**src/rtl/asteroid_spawner_if.sv**
```systemverilog
// asteroid_spawner_if: game-side control/status bundle of the asteroid spawner.
interface asteroid_spawner_if;
   logic       run;
   logic [7:0] a_hit;
   logic       ship_hit;
   logic [7:0] a_state;
   logic       spawn_valid;
   logic [2:0] spawn_slot;
   logic [3:0] level;
   logic [7:0] kills;
   modport master (output run, a_hit, ship_hit, input a_state, spawn_valid, spawn_slot, level, kills);
   modport slave (input run, a_hit, ship_hit, output a_state, spawn_valid, spawn_slot, level, kills);
endinterface

```
**src/rtl/asteroid_spawner.sv**
```systemverilog
// asteroid_spawner: picks which asteroid slot to activate and when, retires hit asteroids,
// applies respawn cooldowns and tracks kills and difficulty level; one clock edge is one game tick.
module asteroid_spawner #(
   parameter logic [15:0] LFSR_SEED       = 16'hACE1,
   parameter int          BASE_INTERVAL   = 60,
   parameter int          STEP            = 5,
   parameter int          MIN_INTERVAL    = 10,
   parameter int          COOLDOWN        = 30,
   parameter int          KILLS_PER_LEVEL = 8,
   parameter int          MAX_LEVEL       = 9
) (
   input logic              clock,
   input logic              reset,
   asteroid_spawner_if.slave bus
);
   localparam logic [15:0] SEED = (LFSR_SEED == 16'h0000) ? 16'h0001 : LFSR_SEED;
   typedef enum logic [1:0] {IDLE, PLAY, CLEAR} state_t;
   state_t      state, state_n;
   logic [15:0] lfsr, lfsr_n;
   logic [7:0]  act, act_n;
   logic        sv, sv_n;
   logic [2:0]  slot, slot_n;
   logic [3:0]  lvl, lvl_n;
   logic [7:0]  kills_q, kills_n;
   logic [7:0]  kil, kil_n;
   logic [7:0]  icnt, icnt_n;
   logic [7:0]  clr, clr_n;
   logic [7:0]  cd [8];
   logic [7:0]  cd_n [8];
   logic [7:0]  valid, elig;
   logic [2:0]  pick;
   logic        found, spawn, up;
   logic [3:0]  n;
   logic [8:0]  ksum, kil_sum;
   logic [15:0] red;
   logic [7:0]  interval;
   assign bus.a_state     = act;
   assign bus.spawn_valid = sv;
   assign bus.spawn_slot  = slot;
   assign bus.level       = lvl;
   assign bus.kills       = kills_q;
   assign red      = 16'(STEP) * 16'(lvl);
   assign interval = (red + 16'(MIN_INTERVAL) >= 16'(BASE_INTERVAL)) ? 8'(MIN_INTERVAL) : 8'(16'(BASE_INTERVAL) - red);
   assign valid    = bus.a_hit & act;
   assign n        = 4'($countones(valid));
   assign ksum     = {1'b0, kills_q} + 9'(n);
   assign kil_sum  = {1'b0, kil} + 9'(n);
   assign up       = kil_sum >= 9'(KILLS_PER_LEVEL);
   always_comb begin
      for (int i = 0; i < 8; i++) elig[i] = !act[i] && cd[i] == 8'd0 && !bus.a_hit[i];
   end
   // Walk downward so the last match written is the first eligible slot ascending from lfsr[2:0].
   always_comb begin
      pick = 3'd0;
      for (int k = 7; k >= 0; k--) if (elig[3'(lfsr[2:0] + 3'(k))]) pick = 3'(lfsr[2:0] + 3'(k));
   end
   assign found = |elig;
   assign spawn = icnt == 8'd0 && found;
   always_comb begin
      state_n = state;
      lfsr_n  = lfsr[0] ? ((lfsr >> 1) ^ 16'hB400) : (lfsr >> 1);
      act_n   = act;
      sv_n    = 1'b0;
      slot_n  = slot;
      lvl_n   = lvl;
      kills_n = kills_q;
      kil_n   = kil;
      icnt_n  = icnt;
      clr_n   = clr;
      cd_n    = cd;
      case (state)
         IDLE: begin
            if (bus.run) begin
               state_n = PLAY;
               icnt_n  = interval;
            end
         end
         PLAY: begin
            if (bus.ship_hit) begin
               state_n = CLEAR;
               act_n   = 8'd0;
               lvl_n   = 4'd0;
               kil_n   = 8'd0;
               clr_n   = 8'(COOLDOWN);
               for (int i = 0; i < 8; i++) cd_n[i] = 8'd0;
            end else if (!bus.run) begin
               state_n = IDLE;
               act_n   = 8'd0;
            end else begin
               for (int i = 0; i < 8; i++) cd_n[i] = valid[i] ? 8'(COOLDOWN) : (cd[i] != 8'd0 ? cd[i] - 8'd1 : 8'd0);
               act_n   = (act & ~valid) | (spawn ? 8'd1 << pick : 8'd0);
               sv_n    = spawn;
               slot_n  = spawn ? pick : slot;
               icnt_n  = icnt != 8'd0 ? icnt - 8'd1 : (found ? interval : 8'd0);
               kills_n = ksum[8] ? 8'hFF : ksum[7:0];
               kil_n   = up ? 8'(kil_sum - 9'(KILLS_PER_LEVEL)) : kil_sum[7:0];
               lvl_n   = (up && lvl != 4'(MAX_LEVEL)) ? lvl + 4'd1 : lvl;
            end
         end
         CLEAR: begin
            if (clr != 8'd0) clr_n = clr - 8'd1;
            else begin
               state_n = bus.run ? PLAY : IDLE;
               icnt_n  = interval;
            end
         end
         default: state_n = IDLE;
      endcase
   end
   always_ff @(posedge clock or posedge reset) begin
      if (reset) begin
         state   <= IDLE;
         lfsr    <= SEED;
         act     <= 8'd0;
         sv      <= 1'b0;
         slot    <= 3'd0;
         lvl     <= 4'd0;
         kills_q <= 8'd0;
         kil     <= 8'd0;
         icnt    <= 8'd0;
         clr     <= 8'd0;
         for (int i = 0; i < 8; i++) cd[i] <= 8'd0;
      end else begin
         state   <= state_n;
         lfsr    <= lfsr_n;
         act     <= act_n;
         sv      <= sv_n;
         slot    <= slot_n;
         lvl     <= lvl_n;
         kills_q <= kills_n;
         kil     <= kil_n;
         icnt    <= icnt_n;
         clr     <= clr_n;
         for (int i = 0; i < 8; i++) cd[i] <= cd_n[i];
      end
   end
endmodule

```
**src/flat_wrapper.sv**
```systemverilog
// flat-port wrapper written by rule: the top's interface ports become plain ports
module asteroid_spawner_flat 
#(
   parameter logic [15:0] LFSR_SEED       = 16'hACE1,
   parameter int          BASE_INTERVAL   = 60,
   parameter int          STEP            = 5,
   parameter int          MIN_INTERVAL    = 10,
   parameter int          COOLDOWN        = 30,
   parameter int          KILLS_PER_LEVEL = 8,
   parameter int          MAX_LEVEL       = 9
)
  (clock, reset, bus_run, bus_a_hit, bus_ship_hit, bus_a_state, bus_spawn_valid, bus_spawn_slot, bus_level, bus_kills);
  asteroid_spawner_if bus_i ();
  input logic clock;
  input logic reset;
  input wire logic [$bits(bus_i.run)-1:0] bus_run;
  input wire logic [$bits(bus_i.a_hit)-1:0] bus_a_hit;
  input wire logic [$bits(bus_i.ship_hit)-1:0] bus_ship_hit;
  output wire logic [$bits(bus_i.a_state)-1:0] bus_a_state;
  output wire logic [$bits(bus_i.spawn_valid)-1:0] bus_spawn_valid;
  output wire logic [$bits(bus_i.spawn_slot)-1:0] bus_spawn_slot;
  output wire logic [$bits(bus_i.level)-1:0] bus_level;
  output wire logic [$bits(bus_i.kills)-1:0] bus_kills;
  assign bus_i.run = bus_run;
  assign bus_i.a_hit = bus_a_hit;
  assign bus_i.ship_hit = bus_ship_hit;
  assign bus_a_state = bus_i.a_state;
  assign bus_spawn_valid = bus_i.spawn_valid;
  assign bus_spawn_slot = bus_i.spawn_slot;
  assign bus_level = bus_i.level;
  assign bus_kills = bus_i.kills;
  asteroid_spawner #(.LFSR_SEED(LFSR_SEED), .BASE_INTERVAL(BASE_INTERVAL), .STEP(STEP), .MIN_INTERVAL(MIN_INTERVAL), .COOLDOWN(COOLDOWN), .KILLS_PER_LEVEL(KILLS_PER_LEVEL), .MAX_LEVEL(MAX_LEVEL)) u_core (.clock(clock), .reset(reset), .bus(bus_i));
endmodule
```
**config.mk**
```make
export PLATFORM = sky130hd
export DESIGN_NAME = asteroid_spawner_flat
export DESIGN_NICKNAME = d
export VERILOG_FILES = /design/src/rtl/asteroid_spawner_if.sv /design/src/rtl/asteroid_spawner.sv /design/src/flat_wrapper.sv
export SDC_FILE = /design/constraint.sdc
export NUM_CORES = 1
export LEC_CHECK = 0
export ABC_CLOCK_PERIOD_IN_PS = 6400
export CORE_MARGIN = 2
export CORE_UTILIZATION = 29
export CTS_BUF_LIST = sky130_fd_sc_hd__clkbuf_16
export DETAILED_ROUTE_END_ITERATION = 16
export PLACE_DENSITY = 0.52
export SYNTH_ARGS = -nofsm -noshare
export SYNTH_HDL_FRONTEND = slang
export SYNTH_SLANG_ARGS = --single-unit
```
**constraint.sdc**
```tcl
create_clock -name clock -period 6.4 [get_ports clock]
set_input_delay 0.64 -clock clock [delete_from_list [all_inputs] [get_ports clock]]
set_output_delay 0.64 -clock clock [all_outputs]
set_load 0.03 [all_outputs]
```
Figure 1. Clock nets.
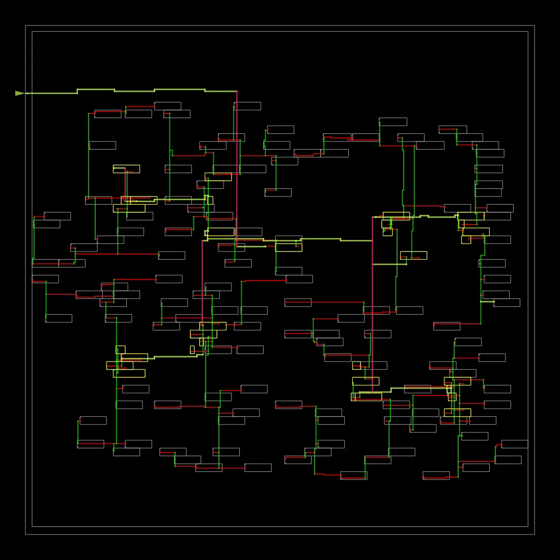
Worst Skew: 12.19 ps
worst skew pair latency: 430 ps
Clock buffer cells: 17
clk sink count: 130
P_clk: 0.963 mW

Figure 2. Where the registers sit.
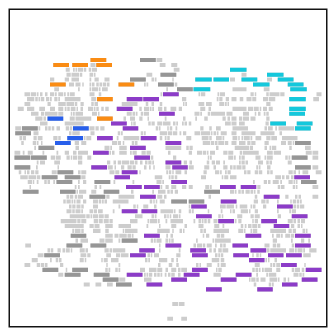
Key: u_core.cd = purple [placed flops 64]; u_core.icnt = orange [placed flops 8]; u_core.lfsr = cyan [placed flops 16, where top right]; u_core.bus.level = blue [placed flops 4, where left middle]
final core utilization: 33.96%
flop share of the area: 32.68%

Figure 3. Clock wires, drivers and flops.
Scale bar: 50 microns.
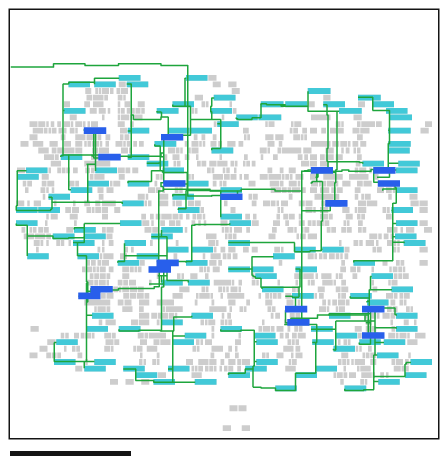
Key: clock wires = green [length 2190 microns]; flip-flops = cyan [count 130]; clock drivers = blue [count 17]
There are 18 routed clock nets.
Clk network pwr share: 52.6%

==> impl_metrics.ini <==
; generated from flow reports
[global_route]
grt_pass1_wl_mm = 38.22
antenna_found_initial = 0

[clocking]
cts_tree = done
clockBufferDepth = 2
ctsHoldBuffers = 0
path_clk_slew_ps = 60
post_cts_buffers = 0

[cells_and_area]
n_fill_cell = 3003
drive_gt1_share_pct = 7.108
top_register = u_core.cd
lay_top_cells = dfrtp_1, nand2_1, o21ai_0
fin_cells = 1403
seqCellArea_sq_mm = 0.003263

[synthesis]
yosysCellCount = 968
ys_sh_mux_pct = 3.771

[sta]
worst_pin_slew_ps = 1162
slew_headroom_pct = 21.84
fin_crit_ps = 5612
hold_viol = 0
fin_ws_ps = 788.0

[worst_setup_path]
critPathCapture = u_core.bus.level[3]
required_ps = 6750
crit_path_end_kind = flip-flop
critPathLaunchType = input pin
ff2ff_path_depth = 19
worstReg2RegStart = u_core.bus.a_state[4]
rr_endpoint = u_core.bus.level[3]

[floorplan]
dieArea_sq_mm = 0.03103
rows = 63

[power_and_ir_drop]
power.total_mw = 1.830
irDropWorstVdd_mv = 0.1675

[hold_path]
worstHoldStart = u_core.lfsr[9]
whs_path_depth = 0

[status]
outcome = finished clean
Figure 4. I/O pins on the die edge.
Pins as bars across the die edge, other pins in grey.
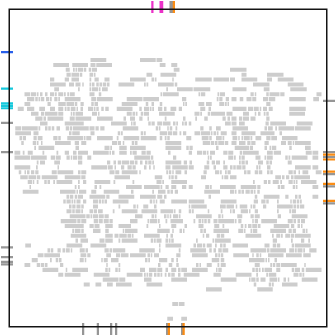
Key: bus_spawn_slot = magenta [pins 3, direction output, edge top]; bus_level = cyan [pins 4, direction output, edge left]; bus_a_state = orange [pins 8, direction output, edge 5 right, 2 bottom, 1 top]; clock = blue [pins 1, direction input, edge left]
PortBufs: 35
die height: 176.1 microns
DIE WIDTH: 176.1 microns

Figure 5. Wiring by layer.
Scale bar: 50 microns.
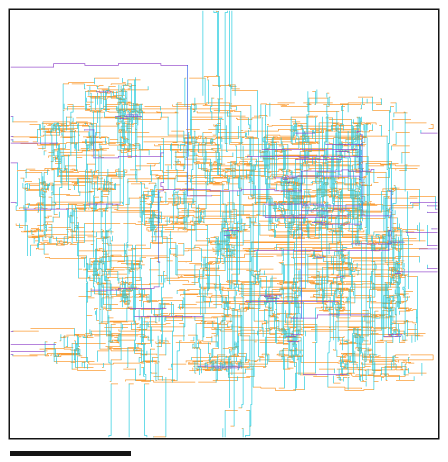
Key: metal 3 = purple [wire length 1070 microns]; metal 4 = blue [wire length 233 microns]; metal 1 = orange [wire length 11100 microns]; metal 2 = cyan [wire length 10500 microns]
Post-Route WL: 22.88 mm
gr usage total: 15.40%
average wire per cell in the routed design: 16.31 microns
DR vias: 7384

[cells in the mapped netlist, types with 4 or more instances]
| library cell | number | area [sq um] |
|---|---|---|
| dfrtp_1 | 122 | 3053 |
| nand2_1 | 121 | 454.2 |
| o21ai_0 | 91 | 455.4 |
| inv_1 | 54 | 202.7 |
| nor2_1 | 49 | 183.9 |
| ha_1 | 44 | 550.5 |
| nand3_1 | 41 | 205.2 |
| a21oi_1 | 35 | 175.2 |
| clkbuf_1 | 30 | 112.6 |
| nor3_1 | 28 | 140.1 |
| xnor2_1 | 23 | 201.4 |
| or3_1 | 22 | 137.6 |
| o31ai_1 | 19 | 142.6 |
| xor2_1 | 19 | 166.4 |
| nand4_1 | 16 | 100.1 |
| o311ai_0 | 15 | 131.4 |
| mux2i_1 | 14 | 140.1 |
| nand2b_1 | 14 | 87.58 |
| o211ai_1 | 14 | 105.1 |
| and2_1 | 13 | 81.33 |
| nor4_1 | 12 | 75.07 |
| o221ai_1 | 12 | 105.1 |
| a22o_1 | 9 | 78.83 |
| and3_1 | 9 | 56.30 |
| nor2b_1 | 9 | 56.30 |
| a21o_1 | 8 | 60.06 |
| dfstp_2 | 8 | 210.2 |
| o21a_1 | 8 | 60.06 |
| fa_1 | 7 | 140.1 |
| nor3b_1 | 7 | 52.55 |
| a31oi_1 | 6 | 37.54 |
| mux4_2 | 5 | 112.6 |
| buf_1 | 4 | 15.01 |
| o211a_1 | 4 | 40.04 |
| o21ai_1 | 4 | 20.02 |
| o22ai_1 | 4 | 25.02 |
| o311a_1 | 4 | 40.04 |
| o32ai_1 | 4 | 35.03 |
| o41ai_1 | 4 | 35.03 |
[kinds of logic (layout without fill, tap and decap cells)]
group	after synthesis	count (layout)
xor+xnor	42	42
buf+inv	91	136
simple gates	360	360
compound gates	270	270
fa+ha+maj	51	51
flops	130	130
mux	24	24
[per-layer routing]
| metal | global-route usage, % | vias to the layer above | wire length [microns] | part of all wire (%) |
|---|---|---|---|---|
| li1 | - | 3630 | - | - |
| met2 | 24.40 | 149 | 10510 | 46 |
| met5 | 0 | - | 0 | 0 |
| met3 | 3.036 | 18 | 1065 | 4.7 |
| met4 | 3.409 | 0 | 232 | 1.0 |
| met1 | 21.73 | 3587 | 11080 | 48 |
[critical path, stage by stage]
cell	delay [ps]
clkdlybuf4s50_1	500
nand2_1	170
inv_1	70
ha_1	240
fa_1	490
inv_1	60
fa_1	540
inv_1	50
ha_1	200
fa_1	480
ha_1	340
nor2b_1	150
o21a_1	170
nor4b_1	280
o41ai_1	140
nor4_1	430
or2_2	260
o211ai_1	210
or3_1	400
a21oi_1	140
[power by group through the flow]
stage	clock network, mW	registers (mW)	logic (mW)
finish	0.963	0.829	0.0375
global route	1.03	0.829	0.0435
CTS	0.990	0.829	0.0397
detailed placement	0	0.844	0.0396
global placement	0	0.844	0.0392
floorplan	0	0.843	0.0205
[cell type report]
cell class              instances  area share, %
multi-input cells             747          50.09
flip-flops and latches        130          32.68
well taps                     390          4.887
repair buffers                 48          4.486
clock buffers                  17          4.261
inverters                      56          2.155
clock inverters                15          1.441
Power is estimated from default activity; no workload was simulated.
